congestion.png
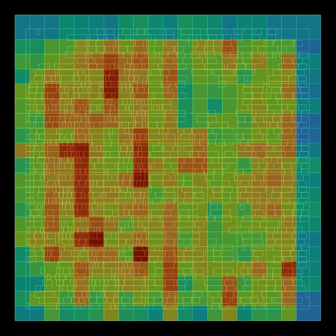
layer_met2.png
Cells faint in the background.
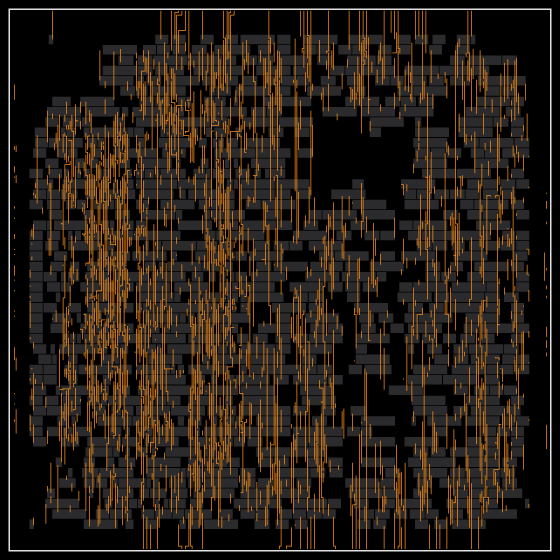
layer_met1.png
Bar = 50 um. Supply wires on this layer in grey.
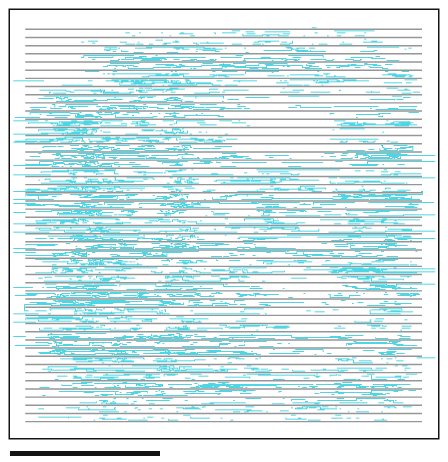
layer_met3.png
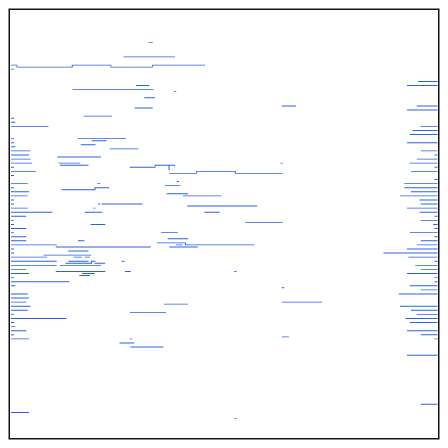
## config.mk

```make
export PLATFORM = sky130hd
export DESIGN_NAME = ifetch_unit
export DESIGN_NICKNAME = d
export VERILOG_FILES = /design/src/rtl/ifetch_unit.sv
export SDC_FILE = /design/constraint.sdc
export NUM_CORES = 1
export LEC_CHECK = 0
export CORE_MARGIN = 5
export CORE_UTILIZATION = 53
export DETAILED_ROUTE_END_ITERATION = 16
export PLACE_DENSITY = 0.81
export SYNTH_ARGS = -nofsm -noshare
export SYNTH_HDL_FRONTEND = slang
export SYNTH_SLANG_ARGS = --single-unit
```

## constraint.sdc

```tcl
create_clock -name clk -period 3.95 [get_ports clk]
set_input_delay 0.79 -clock clk [delete_from_list [all_inputs] [get_ports clk]]
set_output_delay 0.79 -clock clk [all_outputs]
set_load 0.005 [all_outputs]
```

## src/rtl/ifetch_unit.sv

```systemverilog
// Instruction fetch front end: sequential PC generation, credit-limited bus requests,
// an in-order instruction FIFO toward decode, and redirect handling that drops stale responses.
module ifetch_unit #(
  parameter logic [31:0] RESET_PC   = 32'h8000_0000,
  parameter int          FIFO_DEPTH = 2
) (
  input  logic        clk,
  input  logic        rst_n,
  output logic        o_req_valid,
  input  logic        i_req_ready,
  output logic [31:0] o_req_addr,
  input  logic        i_rsp_valid,
  output logic        o_rsp_ready,
  input  logic [31:0] i_rsp_data,
  input  logic        i_rsp_err,
  output logic        o_ir_valid,
  input  logic        i_ir_ready,
  output logic [31:0] o_ir,
  output logic [31:0] o_pc,
  output logic        o_ir_err,
  input  logic        i_flush,
  input  logic [31:0] i_flush_pc
);

  localparam int AW = $clog2(FIFO_DEPTH);
  localparam int CW = AW + 1;
  localparam int SW = CW + 2;

  logic [31:0]   r_pc;
  logic [31:0]   r_rsp_pc;
  logic [CW-1:0] r_outstanding;
  logic [CW-1:0] r_drop_cnt;
  logic [CW-1:0] r_count;
  logic [AW-1:0] r_wptr;
  logic [AW-1:0] r_rptr;
  logic [31:0]   r_fifo_ir  [FIFO_DEPTH];
  logic [31:0]   r_fifo_pc  [FIFO_DEPTH];
  logic          r_fifo_err [FIFO_DEPTH];

  logic [SW-1:0] w_credit_sum;
  logic          w_req_fire;
  logic          w_rsp_drop;
  logic          w_push;
  logic          w_pop;

  // Every in-flight request (live or doomed) and every buffered entry holds one credit,
  // so a returning response always finds FIFO space.
  assign w_credit_sum = SW'(r_outstanding) + SW'(r_drop_cnt) + SW'(r_count);
  assign o_req_valid  = rst_n & ~i_flush & (w_credit_sum < SW'(FIFO_DEPTH));
  assign o_req_addr   = r_pc;
  assign o_rsp_ready  = 1'b1;

  assign w_req_fire = o_req_valid & i_req_ready;
  assign w_rsp_drop = i_rsp_valid & (r_drop_cnt != '0);
  assign w_push     = i_rsp_valid & (r_drop_cnt == '0);
  assign w_pop      = o_ir_valid & i_ir_ready;

  assign o_ir_valid = (r_count != '0);
  assign o_ir       = r_fifo_ir[r_rptr];
  assign o_pc       = r_fifo_pc[r_rptr];
  assign o_ir_err   = r_fifo_err[r_rptr];

  always_ff @(posedge clk or negedge rst_n) begin
    if (!rst_n) begin
      r_pc          <= RESET_PC;
      r_rsp_pc      <= RESET_PC;
      r_outstanding <= '0;
      r_drop_cnt    <= '0;
      r_count       <= '0;
      r_wptr        <= '0;
      r_rptr        <= '0;
      for (int i = 0; i < FIFO_DEPTH; i++) begin
        r_fifo_ir[i]  <= '0;
        r_fifo_pc[i]  <= '0;
        r_fifo_err[i] <= 1'b0;
      end
    end else if (i_flush) begin
      // A response arriving now retires one in-flight request; the rest become drops.
      r_pc          <= {i_flush_pc[31:2], 2'b00};
      r_rsp_pc      <= {i_flush_pc[31:2], 2'b00};
      r_drop_cnt    <= r_drop_cnt + r_outstanding - CW'(i_rsp_valid);
      r_outstanding <= '0;
      r_count       <= '0;
      r_wptr        <= '0;
      r_rptr        <= '0;
    end else begin
      if (w_req_fire) begin
        r_pc <= r_pc + 32'd4;
      end
      if (w_rsp_drop) begin
        r_drop_cnt <= r_drop_cnt - CW'(1);
      end
      r_outstanding <= r_outstanding + CW'(w_req_fire) - CW'(w_push);
      if (w_push) begin
        r_fifo_ir[r_wptr]  <= i_rsp_data;
        r_fifo_pc[r_wptr]  <= r_rsp_pc;
        r_fifo_err[r_wptr] <= i_rsp_err;
        r_wptr             <= r_wptr + AW'(1);
        r_rsp_pc           <= r_rsp_pc + 32'd4;
      end
      if (w_pop) begin
        r_rptr <= r_rptr + AW'(1);
      end
      r_count <= r_count + CW'(w_push) - CW'(w_pop);
    end
  end

  a_credit : assert property (@(posedge clk) disable iff (!rst_n)
    w_credit_sum <= SW'(FIFO_DEPTH));
  a_align : assert property (@(posedge clk) disable iff (!rst_n)
    o_req_addr[1:0] == 2'b00);

endmodule

```

==> flow_metrics.py <==
# Flow results
metrics = {
    "run_status": {
        "run_status": "complete, no violations",
    },
    "yosys": {
        "yosysUniqueCellTypes": 49,
        "compound_area_frac": 0.06488,
        "synth.yosys.num_cells": 778,
        "synth-adder-area-share": 0.01831,
        "synthCells": 778,
        "ys_area_mm2": 0.009295,
        "synth-simple-area-share": 0.1050,
        "dominantRegCellSynth": "dfrtp_1",
        "synth_sequential_area_ratio": 0.5225,
        "xor_share": 0.03486,
        "synthesis.yosys.warnings": 0,
    },
    "cells_and_area": {
        "area.growth.synth_to_final_pct": 26.44,
        "seq-cell-share": 0.4134,
        "n_clock_buffer": 20,
        "post_route_cells_drive_above_1_share": 0.2537,
        "layout_top_cell_excl_fill_tap": "dfrtp_1",
        "sequential_cell_area_mm2": 0.004858,
        "instances_no_fill": 1167,
        "postLayoutCellArea_mm2": 0.01175,
        "dominant-cell-class": "registers",
    },
    "worst_setup_path": {
        "worst_path_most_repeated_cell": "inv_1",
        "reg2reg_depth": 10,
        "critical_path.top_delay_family": "adder cells",
        "critPathBufInv": 3,
        "reg2reg_from": "r_outstanding[1]",
        "worst-setup-path-type": "reg -> out",
        "critical_path_depth": 7,
        "worst_setup_path_endpoint": "o_req_valid",
        "rr_endpoint": "o_req_addr[18]",
        "crit_path_start": "r_outstanding[1]",
        "worst_setup_path_end_kind": "output port",
        "path_cells": "inv_1, fa_1, inv_1, ha_1, nor4bb_1, nor2b_1, clkdlybuf4s50_1",
    },
    "power": {
        "power-top-group": "registers",
        "cell_internal_pwr_uw": 5439,
        "pwr-share-comb": 0.379,
        "powerSeq_uw": 3030,
        "switching_power_uw": 2160,
        "power.density_cell_area_mw_per_mm2": 646.6,
        "pg_comb_uw": 2880,
    },
    "die": {
        "fp_util": 0.5393,
        "die.size.y_um": 142.4,
    },
    "clocking": {
        "cts_buffers": 17,
        "clock.latency.late_pin_ns": 0.43,
        "ctsHtreeMaxLevel": 4,
        "clockBufferDepth": 2,
        "clock_tree.root_cell": "clkbuf_16",
        "cts_tree": "yes",
    },
    "global_routing": {
        "grtUsageTotal": 0.2103,
        "grt_pass1_wl_um": 34570,
        "gr-total-overflow": 0,
    },
    "sta": {
        "relative_max_transition_margin": 0.2388,
        "finalMaxSlewViolations": 0,
        "postLayoutSetupSlackWorst_ns": 0.5482,
        "skew_ns": 0.01439,
        "hold-worst-slack_ns": 0.2321,
        "period_needed_ns": 3.402,
        "final_min_period_over_clock_period": 0.8612,
    },
    "flow_run": {
        "log_warnings": 31,
    },
    "route": {
        "drt.antenna.violating_nets": 0,
        "viasPerCell": 5.701,
        "dr.max_layer_used": "met4",
        "firstDrtPassIters": 4,
        "route.met3.wl_um": 1213,
        "drc": 0,
        "detail_route.iter0.violations": 343,
        "route.met2.wl_um": 9394,
        "routed_wire_length_per_instance_um": 17.80,
    },
    "placement": {
        "preCtsSetupSlack_ns": 0.7896,
        "buffer_ports.inserted": 163,
    },
}
## Picture notes: congestion.png
most crowded layer after global routing: met2
core occupancy in the finished layout: 0.6818
global-route track usage on met3: 0.04099

## Picture notes: layer_met2.png
- nets with wire on the layer: 886
- wire length on this layer: 9390 um
- longest straight run: 58.1 um
- share of all routed wire: 45%
- main direction: vertical
Routed Wire Length: 20780 um
overall via count from detail_route: 6653
fraction of met2 tracks used by global routing: 0.3215

## Picture notes: layer_met1.png
- main direction: horizontal
- nets with wire on the layer: 891
- longest straight run: 44.6 um
met1 global-route usage: 0.3044

## Picture notes: layer_met3.png
- main direction: horizontal
- nets with wire on the layer: 147
- wire length on this layer: 1210 um
- share of all routed wire: 5.8%

[cell usage after synthesis, types with 7 or more instances]
master    number  area, um2
or4_1          7      52.55
nand2_1       56      210.2
ha_1          12      150.1
mux2_2       187       2106
inv_1         16      60.06
nor2_1        25      93.84
nand4_1       18      112.6
xnor2_1       19      166.4
and3_1        12      75.07
xor2_1        18      157.7
a21oi_1        9      45.04
o311ai_0      10      87.58
dfrtp_1      192       4805
o21ai_0       41      205.2
nand3_1       32      160.2
o211ai_1      14      105.1
clkbuf_1      33      123.9
[registers in the layout, summed over array words and instances, names as in the netlist]
name / flops
r_wptr: 1
r_rptr: 1
r_rsp_pc: 30
r_fifo_ir: 64
o_req_addr: 30
r_outstanding: 2
r_fifo_pc: 60
r_fifo_err: 2
r_drop_cnt: 2
r_count: 2
No activity file was given, so power comes from the tool's default toggle rates.
